[config.mk]
export PLATFORM = sky130hd
export DESIGN_NAME = tile_layer_engine
export DESIGN_NICKNAME = d
export VERILOG_FILES = /design/src/rtl/tile_layer_engine.sv
export SDC_FILE = /design/constraint.sdc
export NUM_CORES = 1
export LEC_CHECK = 0
export CORE_ASPECT_RATIO = 0.8
export CORE_MARGIN = 2
export CORE_UTILIZATION = 45
export CTS_CLUSTER_DIAMETER = 30
export DETAILED_ROUTE_END_ITERATION = 8
export GPL_TIMING_DRIVEN = 0
export MAX_ROUTING_LAYER = met4
export PLACE_DENSITY = 0.72
export SETUP_SLACK_MARGIN = 0.05
export SYNTH_ARGS = -nofsm -noshare
export SYNTH_HDL_FRONTEND = slang
export SYNTH_SLANG_ARGS = --single-unit
[constraint.sdc]
create_clock -name clk -period 14.2 [get_ports clk]
set_input_delay 1.42 -clock clk [delete_from_list [all_inputs] [get_ports clk]]
set_output_delay 1.42 -clock clk [all_outputs]
set_load 0.02 [all_outputs]
[src/rtl/tile_layer_engine.sv]
// Per-scanline tile layer renderer: fetches one row of tile entries, then each tile's
// pattern row, and streams scrolled, mirrored, palettised pixels into the line buffer.
module tile_layer_engine #(
  parameter int LAYER          = 0,
  parameter int TILES_PER_WORD = 4,
  parameter int MAP_LOG2       = 6,
  parameter int SCREEN_TILES   = 40,
  parameter int RAM_LATENCY    = 2,
  localparam int TPW_LOG2      = $clog2(TILES_PER_WORD),
  localparam int TA_W          = 1 + 2*MAP_LOG2 - TPW_LOG2,
  localparam int W             = 8*SCREEN_TILES,
  localparam int LB_AW         = $clog2(W)
) (
  input  logic                         clk,
  input  logic                         rst_n,
  input  logic                         start,
  input  logic [8:0]                   row,
  input  logic [31:0]                  scroll,
  input  logic                         enable,
  output logic [TA_W-1:0]              tram_addr,
  input  logic [16*TILES_PER_WORD-1:0] tram_rddata,
  output logic [12:0]                  pram_addr,
  input  logic [31:0]                  pram_rddata,
  output logic                         lb_wren,
  output logic [LB_AW-1:0]             lb_wraddr,
  output logic [7:0]                   lb_wrdata,
  output logic                         busy,
  output logic                         done
);

  localparam int NCH   = SCREEN_TILES/TILES_PER_WORD + 1;
  localparam int NENT  = NCH*TILES_PER_WORD;
  localparam int CW    = MAP_LOG2 - TPW_LOG2;
  localparam int TLEN  = NCH + RAM_LATENCY;
  localparam int PLEN  = RAM_LATENCY + 8*(SCREEN_TILES+1);
  localparam int CNT_W = $clog2(PLEN + TLEN);
  localparam int EW    = $clog2(NENT);
  localparam int NIW   = $clog2(NCH);
  localparam int XW    = LB_AW + 2;

  typedef enum logic [1:0] {IDLE, TFETCH, PFETCH, DONE} state_t;

  state_t                       state, state_nxt;
  logic [CNT_W-1:0]             cnt;
  logic                         accept;
  logic [8:0]                   ey_in;
  logic [MAP_LOG2-1:0]          trow_in, trow;
  logic [CW-1:0]                tcol_in, tcol;
  logic [TPW_LOG2-1:0]          toff;
  logic [2:0]                   prow, px;
  logic                         en;
  logic [16*TILES_PER_WORD-1:0] tile_buf [NCH];
  logic [31:0]                  pat_p1;

  logic                         iss_load;
  logic [EW-1:0]                iss_e;
  logic [15:0]                  iss_ent;
  logic                         pix_act;
  logic [CNT_W-1:0]             q;
  logic [EW-1:0]                pix_e;
  logic [15:0]                  pix_ent;
  logic [31:0]                  pat;
  logic [2:0]                   nib;
  logic [3:0]                   color;
  logic signed [XW-1:0]         x;
  logic                         unused_bits;

  function automatic logic [TA_W-1:0] tram_word(input logic [MAP_LOG2-1:0] r,
                                                input logic [CW-1:0] c,
                                                input logic [CW-1:0] k);
    logic [CW-1:0] col;
    col = c + k;
    return {1'(LAYER), r, col};
  endfunction

  function automatic logic [15:0] pick(input logic [16*TILES_PER_WORD-1:0] word,
                                       input logic [TPW_LOG2-1:0] slot);
    return word[16*slot +: 16];
  endfunction

  function automatic logic [7:0] pixel_word(input logic on, input logic [3:0] pal,
                                            input logic [3:0] c);
    return (!on || c == 4'd0) ? 8'h00 : {pal, c};
  endfunction

  assign accept      = (state == IDLE) && start;
  assign ey_in       = scroll[24:16] + row;
  assign trow_in     = MAP_LOG2'(ey_in[8:3]);
  assign tcol_in     = CW'(scroll[8:3] >> TPW_LOG2);
  assign unused_bits = ^{scroll[31:25], scroll[15:9], iss_ent[14:10], pix_ent[15], pix_ent[9:0]};

  always_ff @(posedge clk or negedge rst_n) begin
    if (!rst_n) state <= IDLE;
    else        state <= state_nxt;
  end

  always_comb begin
    state_nxt = state;
    case (state)
      IDLE:    if (start) state_nxt = TFETCH;
      TFETCH:  if (cnt == CNT_W'(TLEN-1)) state_nxt = PFETCH;
      PFETCH:  if (cnt == CNT_W'(PLEN-1)) state_nxt = DONE;
      DONE:    state_nxt = IDLE;
      default: state_nxt = IDLE;
    endcase
  end

  // pattern issue: tile 0 is loaded on the last TFETCH edge, tile j on PFETCH cycle 8j-1
  always_comb begin
    iss_load = ((state == TFETCH) && (cnt == CNT_W'(TLEN-1))) ||
               ((state == PFETCH) && (cnt[2:0] == 3'd7) && ((cnt >> 3) < CNT_W'(SCREEN_TILES)));
    iss_e    = EW'(((state == TFETCH) ? CNT_W'(0) : (cnt >> 3) + CNT_W'(1)) + CNT_W'(toff));
    iss_ent  = pick(tile_buf[NIW'(iss_e >> TPW_LOG2)], iss_e[TPW_LOG2-1:0]);
  end

  // pixel stage: q = 8j + p counts pixels since the first pattern row returned
  always_comb begin
    pix_act = (state == PFETCH) && (cnt >= CNT_W'(RAM_LATENCY));
    q       = cnt - CNT_W'(RAM_LATENCY);
    pix_e   = EW'((q >> 3) + CNT_W'(toff));
    pix_ent = pick(tile_buf[NIW'(pix_e >> TPW_LOG2)], pix_e[TPW_LOG2-1:0]);
    pat     = (q[2:0] == 3'd0) ? pram_rddata : pat_p1;
    nib     = pix_ent[14] ? ~q[2:0] : q[2:0];
    color   = pat[4*nib +: 4];
    x       = $signed(XW'(q)) - $signed(XW'(px));
  end

  always_comb begin
    busy      = (state == TFETCH) || (state == PFETCH);
    done      = (state == DONE);
    lb_wren   = pix_act && !x[XW-1] && (x[XW-2:0] < (XW-1)'(W));
    lb_wraddr = lb_wren ? x[LB_AW-1:0] : '0;
    lb_wrdata = lb_wren ? pixel_word(en, pix_ent[13:10], color) : 8'h00;
  end

  always_ff @(posedge clk or negedge rst_n) begin
    if (!rst_n) begin
      cnt       <= '0;
      tram_addr <= '0;
      pram_addr <= '0;
    end else begin
      cnt <= (state_nxt != state || state == IDLE) ? '0 : cnt + CNT_W'(1);
      if (accept)
        tram_addr <= tram_word(trow_in, tcol_in, '0);
      else if ((state == TFETCH) && (cnt < CNT_W'(NCH-1)))
        tram_addr <= tram_word(trow, tcol, CW'(cnt + CNT_W'(1)));
      if (iss_load)
        pram_addr <= {iss_ent[9:0], iss_ent[15] ? ~prow : prow};
    end
  end

  // line parameters latched on accept; tile words captured RAM_LATENCY after issue
  always_ff @(posedge clk) begin
    if (accept) begin
      trow <= trow_in;
      prow <= ey_in[2:0];
      tcol <= tcol_in;
      toff <= scroll[3 +: TPW_LOG2];
      px   <= scroll[2:0];
      en   <= enable;
    end
    if ((state == TFETCH) && (cnt >= CNT_W'(RAM_LATENCY)))
      tile_buf[NIW'(cnt - CNT_W'(RAM_LATENCY))] <= tram_rddata;
    if (pix_act && (q[2:0] == 3'd0))
      pat_p1 <= pram_rddata;
  end

endmodule

==> summary.txt <==
Status on the layout run. The run finished, with violations left. The checks that failed: design-rule violations. The dominant power group in this design is the clock network. Antenna violation net count after detailed routing landed at 0. The stage logs contain a warning count of 50.

Die width landed at 308 um. Post-route cell area landed at 40500 um^2. Delay of the slowest cell on the worst path landed at 690 ps. In this run, synthesis inferred 755 flip-flops with an integrated enable. Non-clock buffers in the final layout number 284. After detailed routing, the met3 layer carries 6830 um of wire. After detailed routing, the met2 layer carries 39400 um of wire. For this design, the sink count on the clock tree is 789. Depth of the critical timing path with buffers and inverters included landed at 21.

The signal on the critical path passes through clkbuf_1, clkinv_1, clkbuf_1, ha_1, buf_2, xnor2_1, inv_1, ha_1, fa_1, clkbuf_1, xnor2_1, xor2_1, clkbuf_1, clkbuf_1, nor2_1, clkbuf_1, a22oi_1, nand2_1, a22o_1, a211oi_1, clkdlybuf4s50_1. Among the stages of the critical path, the cell type that occurs most often is sky130_fd_sc_hd__clkbuf_1. The layout report lists the non-clock buffer share of cell area as 0.0602. Proportion of synthesized chip area in sequential cells landed at 0.708. The flow inserted 955 tap cells. Final-layout clock buffer total landed at 128. For this run, the number of Yosys warnings is 0. For met2 alone, demand over resource in global routing was 0.349. Setup repair after global routing left no endpoint under its margin. Per the placement report, the placed cell count is 3126. The root buffer cell chosen for the clock tree is sky130_fd_sc_hd__clkbuf_16. Per the hold report, the tightest min-delay path originates at pram_addr[12]. The worst register-to-register path has a setup slack of 8260 ps. The register with the most flip-flops in the layout has 704 of them. Remaining design rule violation count landed at 2. Share of final-layout standard cells stronger than drive strength 1 landed at 0.183. The largest register by flop count is tile_buf. The completed layout was analyzed and its total power is 5.55 mW. Clock latency at the later pin of the worst-skew pair landed at 680 ps. The largest total area in the synthesized netlist belongs to sky130_fd_sc_hd__edfxtp_1. The power report attributes to the sequential group a share of 0.460.

For this block, wires on met1 add up to 34100 um. The share of the core area taken by cells at floorplan is 0.453. Critical path required time landed at 12780 ps.

Among the non-sequential cells, multiplexers take the most area. Looking at the VDD voltage map, the peak drop is 149 uV. Across all checked pins, the minimum headroom to the slew limit is 0.0724.
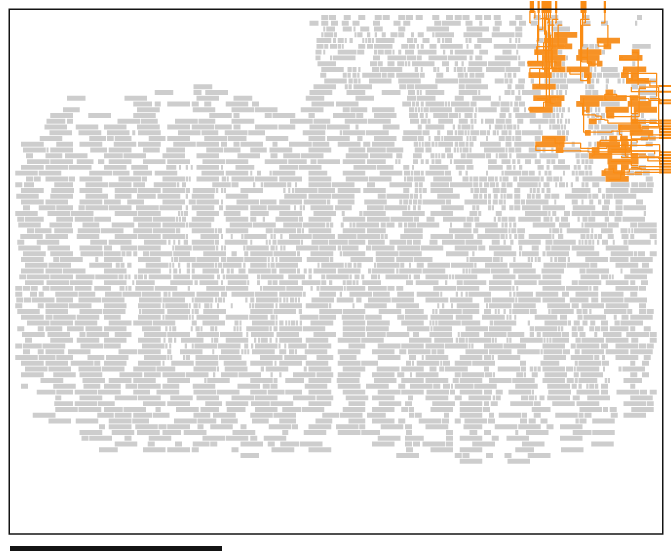
**Above:** I/O nets highlighted.
Bar = 100 um.
orange -> pram_rddata  # bits 32, direction input, edge 19 right, 13 top, end cells 67, buffers 32, wire 1310 um

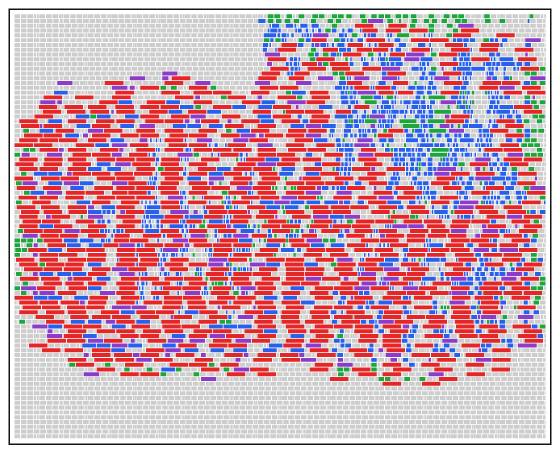
**Above:** placement by cell class.
Fill, decap, tap and diode cells in grey.
green -> other buffers and delay cells  # cells 284, share of their area 6.2%
red -> flip-flops  # cells 789, share of their area 60%
purple -> clock drivers and dummy loads  # cells 222, share of their area 10%
blue -> all other logic  # cells 1099, share of their area 24%

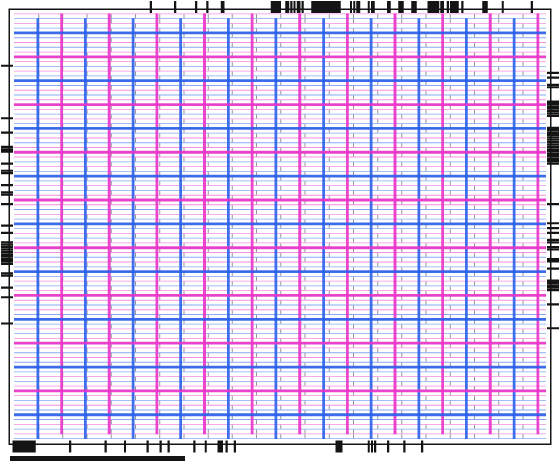
**Above:** PDN straps and rails.
Bar = 100 um. Pins as bars on the die edge. Tap cells in grey.
blue -> VSS
magenta -> VDD
tap cells = 955
met1 rails = 90

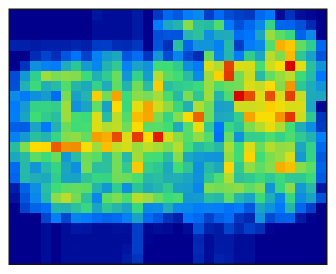
**Above:** routed metal per tile.
The die is cut into 31 by 25 equal tiles; dark blue is low, red is high, scaled to the fullest tile. Values are wire area over tile area, all layers added.
nearly empty tiles = 13%
tiles over half the peak = 28%
fullest tile = 0.52
total routed wirelength: 82100 um
detail-routed net length per standard cell: 24.5 um
GR Util All Layers: 0.223
total via count in the routed design: 19800

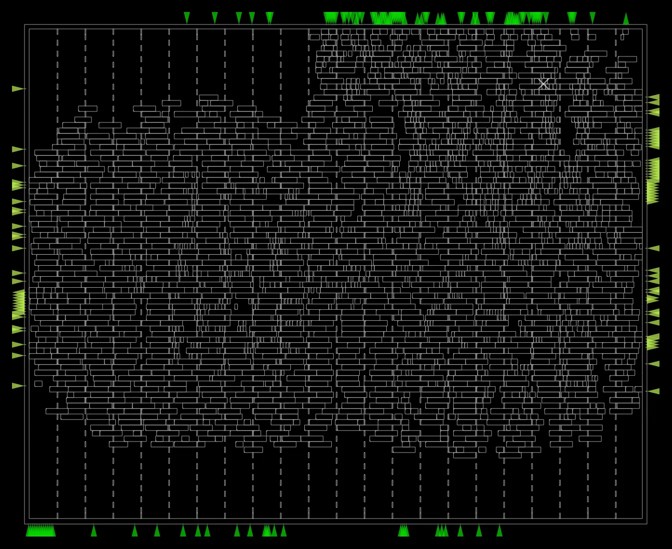
**Above:** placement view.
share of cell area taken by flip-flops and latches: 0.580
core occupancy in the finished layout: 0.552

Power is estimated from default activity; no workload was simulated.
